congestion.png
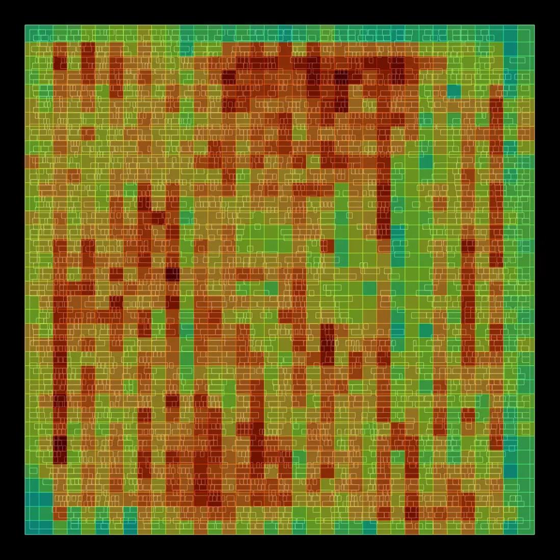
wires.png
Bar = 50 um.
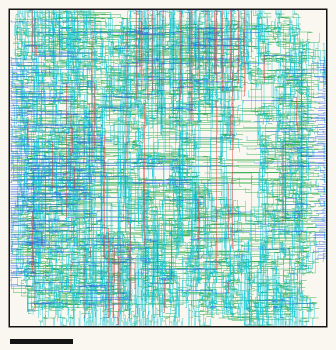
## config.mk

```make
export PLATFORM = sky130hd
export DESIGN_NAME = image_assembler_flat
export DESIGN_NICKNAME = d
export VERILOG_FILES = /design/src/rtl/image_assembler_if.sv /design/src/rtl/image_assembler.sv /design/src/flat_wrapper.sv
export SDC_FILE = /design/constraint.sdc
export NUM_CORES = 1
export LEC_CHECK = 0
export ABC_CLOCK_PERIOD_IN_PS = 2100
export CAP_MARGIN = 20
export CORE_MARGIN = 2
export CORE_UTILIZATION = 40
export CTS_BUF_LIST = sky130_fd_sc_hd__clkbuf_16
export CTS_CLUSTER_SIZE = 14
export DETAILED_ROUTE_END_ITERATION = 7
export PLACE_DENSITY_LB_ADDON = 0.08
export SYNTH_ARGS = -nofsm -noshare
export SYNTH_HDL_FRONTEND = slang
export SYNTH_SLANG_ARGS = --single-unit
```

## constraint.sdc

```tcl
create_clock -name clk -period 2.1 [get_ports clk]
set_input_delay 0.42 -clock clk [delete_from_list [all_inputs] [get_ports clk]]
set_output_delay 0.42 -clock clk [all_outputs]
set_load 0.01 [all_outputs]
```

## src/rtl/image_assembler_if.sv

```systemverilog
// Pixel stream handshake between a raster pixel source and image_assembler.
// The source drives valid/sof/data; the assembler answers with ready.
interface image_assembler_if;
    logic       pix_valid;
    logic       pix_ready;
    logic       pix_sof;
    logic [7:0] pix_data;

    modport master (
        output pix_valid,
        output pix_sof,
        output pix_data,
        input  pix_ready
    );

    modport slave (
        input  pix_valid,
        input  pix_sof,
        input  pix_data,
        output pix_ready
    );
endinterface

```

## src/rtl/image_assembler.sv

```systemverilog
// image_assembler: binarizes a raster-order 8-bit pixel stream against THRESHOLD
// and builds a LENGTH x WIDTH bit image. When the last pixel lands, init_out rises
// and the image stays frozen until the next start-of-frame beat.
// Optional feature: define ASSEMBLER_POPCOUNT_EN to add the ones_count output.
module image_assembler #(
    parameter int unsigned LENGTH    = 24,
    parameter int unsigned WIDTH     = 24,
    parameter logic [7:0]  THRESHOLD = 8'd128
) (
    input  logic                         clk,
    input  logic                         rst_n,
    image_assembler_if.slave             pix,
    input  logic                         err_clr,
    output logic [LENGTH-1:0][WIDTH-1:0] image,
    output logic                         init_out,
    output logic                         frame_done,
    output logic                         err
`ifdef ASSEMBLER_POPCOUNT_EN
    ,
    output logic [31:0]                  ones_count
`endif
);

    // A single row or column still needs a 1-bit counter.
    localparam int unsigned RowW = (LENGTH > 1) ? $clog2(LENGTH) : 1;
    localparam int unsigned ColW = (WIDTH > 1) ? $clog2(WIDTH) : 1;

    localparam logic [RowW-1:0] RowLast = RowW'(LENGTH - 1);
    localparam logic [ColW-1:0] ColLast = ColW'(WIDTH - 1);
    localparam logic [RowW-1:0] RowOne  = RowW'(1);
    localparam logic [ColW-1:0] ColOne  = ColW'(1);

    typedef enum logic [1:0] {
        StIdle,
        StFill,
        StDone
    } state_e;

    state_e                       state_q;
    logic [RowW-1:0]              row_q;
    logic [ColW-1:0]              col_q;
    logic [LENGTH-1:0][WIDTH-1:0] image_q;
    logic                         init_q;
    logic                         done_q;
    logic                         err_q;
    logic                         ready_q;
`ifdef ASSEMBLER_POPCOUNT_EN
    logic [31:0]                  ones_q;
`endif

    logic            beat;
    logic            pix_bit;
    logic            accept;
    logic            col_wrap;
    logic            at_last;
    logic            restart_err;
    logic [RowW-1:0] wr_row;
    logic [ColW-1:0] wr_col;
    logic [RowW-1:0] nxt_row;
    logic [ColW-1:0] nxt_col;

    // Decode the current beat: where it writes, and where the next pixel goes.
    always_comb begin
        beat    = pix.pix_valid & ready_q;
        pix_bit = (pix.pix_data >= THRESHOLD);
        // sof beats are taken in any state; plain beats only while filling.
        accept  = beat & (pix.pix_sof | (state_q == StFill));
        // An sof always lands at (0,0), even in the middle of a frame.
        wr_row  = pix.pix_sof ? '0 : row_q;
        wr_col  = pix.pix_sof ? '0 : col_q;
        restart_err = beat & pix.pix_sof & (state_q == StFill);

        col_wrap = (wr_col == ColLast);
        at_last  = col_wrap && (wr_row == RowLast);

        nxt_row = wr_row;
        nxt_col = wr_col;
        if (at_last) begin
            nxt_row = '0;
            nxt_col = '0;
        end else if (col_wrap) begin
            nxt_row = wr_row + RowOne;
            nxt_col = '0;
        end else begin
            nxt_col = wr_col + ColOne;
        end
    end

    // Frame FSM with all outputs registered; init_out only changes on the same
    // edge as the state, so it is never high while an image bit is moving.
    always_ff @(posedge clk) begin
        if (!rst_n) begin
            state_q <= StIdle;
            row_q   <= '0;
            col_q   <= '0;
            image_q <= '0;
            init_q  <= 1'b0;
            done_q  <= 1'b0;
            err_q   <= 1'b0;
            ready_q <= 1'b0;
`ifdef ASSEMBLER_POPCOUNT_EN
            ones_q  <= '0;
`endif
        end else begin
            ready_q <= 1'b1;
            done_q  <= 1'b0;

            // A fresh restart error beats a simultaneous clear.
            if (restart_err) begin
                err_q <= 1'b1;
            end else if (err_clr) begin
                err_q <= 1'b0;
            end

            unique case (state_q)
                StIdle, StFill, StDone: begin
                    if (accept) begin
                        image_q[wr_row][wr_col] <= pix_bit;
                        row_q <= nxt_row;
                        col_q <= nxt_col;
`ifdef ASSEMBLER_POPCOUNT_EN
                        if (pix.pix_sof) begin
                            ones_q <= 32'(pix_bit);
                        end else begin
                            ones_q <= ones_q + 32'(pix_bit);
                        end
`endif
                        if (at_last) begin
                            state_q <= StDone;
                            init_q  <= 1'b1;
                            done_q  <= 1'b1;
                        end else begin
                            state_q <= StFill;
                            init_q  <= 1'b0;
                        end
                    end
                end
                default: begin
                    state_q <= StIdle;
                    init_q  <= 1'b0;
                end
            endcase
        end
    end

    assign pix.pix_ready = ready_q;
    assign image         = image_q;
    assign init_out      = init_q;
    assign frame_done    = done_q;
    assign err           = err_q;
`ifdef ASSEMBLER_POPCOUNT_EN
    assign ones_count    = ones_q;
`endif

endmodule
```

## src/flat_wrapper.sv

```systemverilog
// flat-port wrapper written by rule: the top's interface ports become plain ports
module image_assembler_flat 
#(
    parameter int unsigned LENGTH    = 24,
    parameter int unsigned WIDTH     = 24,
    parameter logic [7:0]  THRESHOLD = 8'd128
)
  (clk, rst_n, err_clr, image, init_out, frame_done, err, pix_pix_valid, pix_pix_sof, pix_pix_data, pix_pix_ready);
  image_assembler_if pix_i ();
  input  logic clk;
  input  logic rst_n;
  input  logic err_clr;
  output logic [LENGTH-1:0][WIDTH-1:0] image;
  output logic init_out;
  output logic frame_done;
  output logic err;
  input wire logic [$bits(pix_i.pix_valid)-1:0] pix_pix_valid;
  input wire logic [$bits(pix_i.pix_sof)-1:0] pix_pix_sof;
  input wire logic [$bits(pix_i.pix_data)-1:0] pix_pix_data;
  output wire logic [$bits(pix_i.pix_ready)-1:0] pix_pix_ready;
  assign pix_i.pix_valid = pix_pix_valid;
  assign pix_i.pix_sof = pix_pix_sof;
  assign pix_i.pix_data = pix_pix_data;
  assign pix_pix_ready = pix_i.pix_ready;
  image_assembler #(.LENGTH(LENGTH), .WIDTH(WIDTH), .THRESHOLD(THRESHOLD)) u_core (.clk(clk), .rst_n(rst_n), .pix(pix_i), .err_clr(err_clr), .image(image), .init_out(init_out), .frame_done(frame_done), .err(err));
endmodule
```

==> flow_metrics.py <==
# Auto-generated metrics
metrics = {
    "status": {
        "status": "finished, final reports clean",
    },
    "min_path": {
        "whs_path_depth": 3,
        "hp-start": "pix_pix_data[7]",
        "worst_hold_path_type": "primary input to flip-flop",
        "hold_end": "u_core.image[287]",
    },
    "yosys": {
        "fa_ha_area_frac": 0.000518,
        "top_cells_by_count": "dfxtp_1 (591), a21oi_1 (343), o21ai_0 (338)",
        "synth_flop_count": 591,
        "simple_gate_area_frac": 0.139,
        "synth_warnings": 0,
        "ys_sh_mux": 0.0377,
        "netlist_instances": 2773,
        "yosys_most_used_dff": "dfxtp_1",
        "synth-edff-count": 0,
        "logic_family": "AND-OR/OR-AND gates",
        "top_cell_area_share": 0.489,
        "synth_nets": 2787,
        "aoi_share": 0.269,
        "synth_area_sq_mm": 0.0242,
        "yosys-top-cells-area": "dfxtp_1 (49%), a21oi_1 (7.1%), o21ai_0 (7.0%), nand3_1 (6.7%), o211ai_1 (4.3%)",
        "synth_area_per_cell_sq_um": 8.72,
        "ys_area_sq_mm": 0.0242,
        "synth-async-reset-ratio": 0,
        "yosys.stat.seqShare": 0.489,
        "ys_cells": 2773,
        "yosysMostFrequentCell": "dfxtp_1",
        "synth_cell_types": 67,
        "xor_share": 0,
        "largest_area_cell": "dfxtp_1",
    },
    "die": {
        "io_pins": 593,
        "chipHeight_um": 250,
        "fp_util": 0.403,
        "die_area_sq_mm": 0.0624,
        "core_area_sq_mm": 0.0600,
        "die_width_um": 250,
        "rows": 90,
    },
    "placement": {
        "portBuffers": 585,
        "place_area_sq_mm": 0.0328,
        "place_hpwl_mm": 69.5,
        "dp_cells": 4033,
        "place_ws_ns": -0.392,
        "place.gp.congestion": 0.862,
    },
    "power": {
        "powerDensity_mw_per_mm2": 662,
        "p_total_mw": 23.2,
        "peakVddDrop_mv": 0.655,
        "leakage_nw": 11.8,
    },
    "finish": {
        "lay_top_cells": "dfxtp_1 (587), clkdlybuf4s50_1 (581), a21oi_1 (342)",
        "drive_gt1_frac": 0.126,
        "fillers": 5116,
        "area_growth_pct": 45.1,
        "largest_reg_flops": 576,
        "postLayoutCellArea_sq_mm": 0.0351,
        "instances_no_fill": 4156,
        "nNetsFinal": 3342,
        "final_util": 0.584,
        "diodes": 0,
        "layout_top_cell": "dfxtp_1",
    },
    "critical_path": {
        "max_stage_delay_ns": 0.59,
        "end_kind": "primary output",
        "r2r_slack_ns": 0.05,
        "arrival_ns": 1.65,
        "cp_cell_sequence": "clkdlybuf4s50_1",
        "cp-startpoint": "u_core.pix.pix_ready",
        "crit_type": "flip-flop to primary output",
        "setup.worst_path.start_class": "flip-flop",
        "cp-endpoint": "pix_pix_ready",
        "worstSetupPathDepth": 1,
        "r2r-start": "u_core.col_q[2]",
        "r2r_cells": 6,
        "worst-path-buf-inv": 1,
        "slowest_stage": "clkdlybuf4s50_1",
        "r2r-end": "u_core.image[101]",
        "crit_required_ns": 1.68,
        "critPathMaxFanout": 4,
        "path_delay_family": "buffers and inverters",
    },
    "grt": {
        "grt_pass1_vias": 23471,
        "grt_busiest_layer": "met2",
        "grt_util_met3": 0.0781,
        "overflow": 0,
        "grt_pass1_wl_mm": 152,
        "antenna_found_initial": 1,
        "grt_max_degree": 156,
    },
    "drt": {
        "viasPerCell": 5.93,
        "num_vias": 24661,
        "antenna_left": 0,
        "drc": 0,
        "drtIter0Drc": 2034,
        "top_layer": "met4",
        "wl_met2_mm": 48.0,
        "drt-met1-wl_mm": 42.2,
        "first_pass_iters": 5,
        "wl_met3_mm": 8.43,
    },
    "sta": {
        "fin_tns_setup_ns": 0,
        "skew_ns": 0.0229,
        "period_used_share": 0.984,
        "fin_ws_ns": 0.0338,
        "slew_headroom": 0.458,
        "holdWs_ns": 0.167,
        "slew_violations": 0,
        "min_period_ns": 2.07,
        "setup_viol": 0,
        "tightest_slew_ns": 0.812,
        "finalHoldViolations": 0,
        "clock.fmax_ghz": 0.484,
        "grt_setup_unrepaired": "yes",
    },
    "clock_tree": {
        "cts.clk_slew.worst_paths_ns": 0.06,
        "htreeDepth": 3,
        "clock-sinks": 591,
        "cts_buffers": 67,
        "clk_path_buf_depth": 3,
        "cts_root_buffer": "clkbuf_16",
        "cts_tree": "built",
        "insertion_delay_ns": 0.61,
        "hold_buffers": 0,
    },
    "flow_run": {
        "max-cap-violations": 0,
        "tool_warnings": 39,
    },
}
Notes on congestion.png above:
Avg WL per Cell: 24.9 um
routing usage on met2: 0.507
met1 Use GR: 0.398

Notes on wires.png above:
green -> metal 1  # wire length 42.2 mm
blue -> metal 3  # wire length 8430 um
cyan -> metal 2  # wire length 48.0 mm
red -> metal 4  # wire length 4990 um
DRT Wirelength: 104 mm
Global Route Usage Sum: 0.316

## repair_timing
| item | in CTS | in global routing |
|---|---|---|
| buffers inserted | 0 | 5 |
| gates resized | 7 | 15 |
| cloned | 1 | 2 |
| endpoints found under the setup margin | 72 | 130 |
| pin swaps | 2 | 5 |
## final cells by class
class                           instances  area (sq um)  area share
Clock buffer                           68          1700      0.0485
Clock inverter                         47           350     0.00999
Inverter                                5          26.3    0.000749
Multi-Input combinational cell       1824         11200       0.321
Sequential cell                       591         11800       0.338
Tap cell                              782           978      0.0279
Timing Repair Buffer                  839          8930       0.255
## where the power goes
group	switching, mW	internal [mW]
sequential	0.00541	11.2
clock	4.79	6.38
combinational	0.610	0.217
total	5.41	17.8
Power figures rest on the tool's default switching activity, not on a simulated workload.
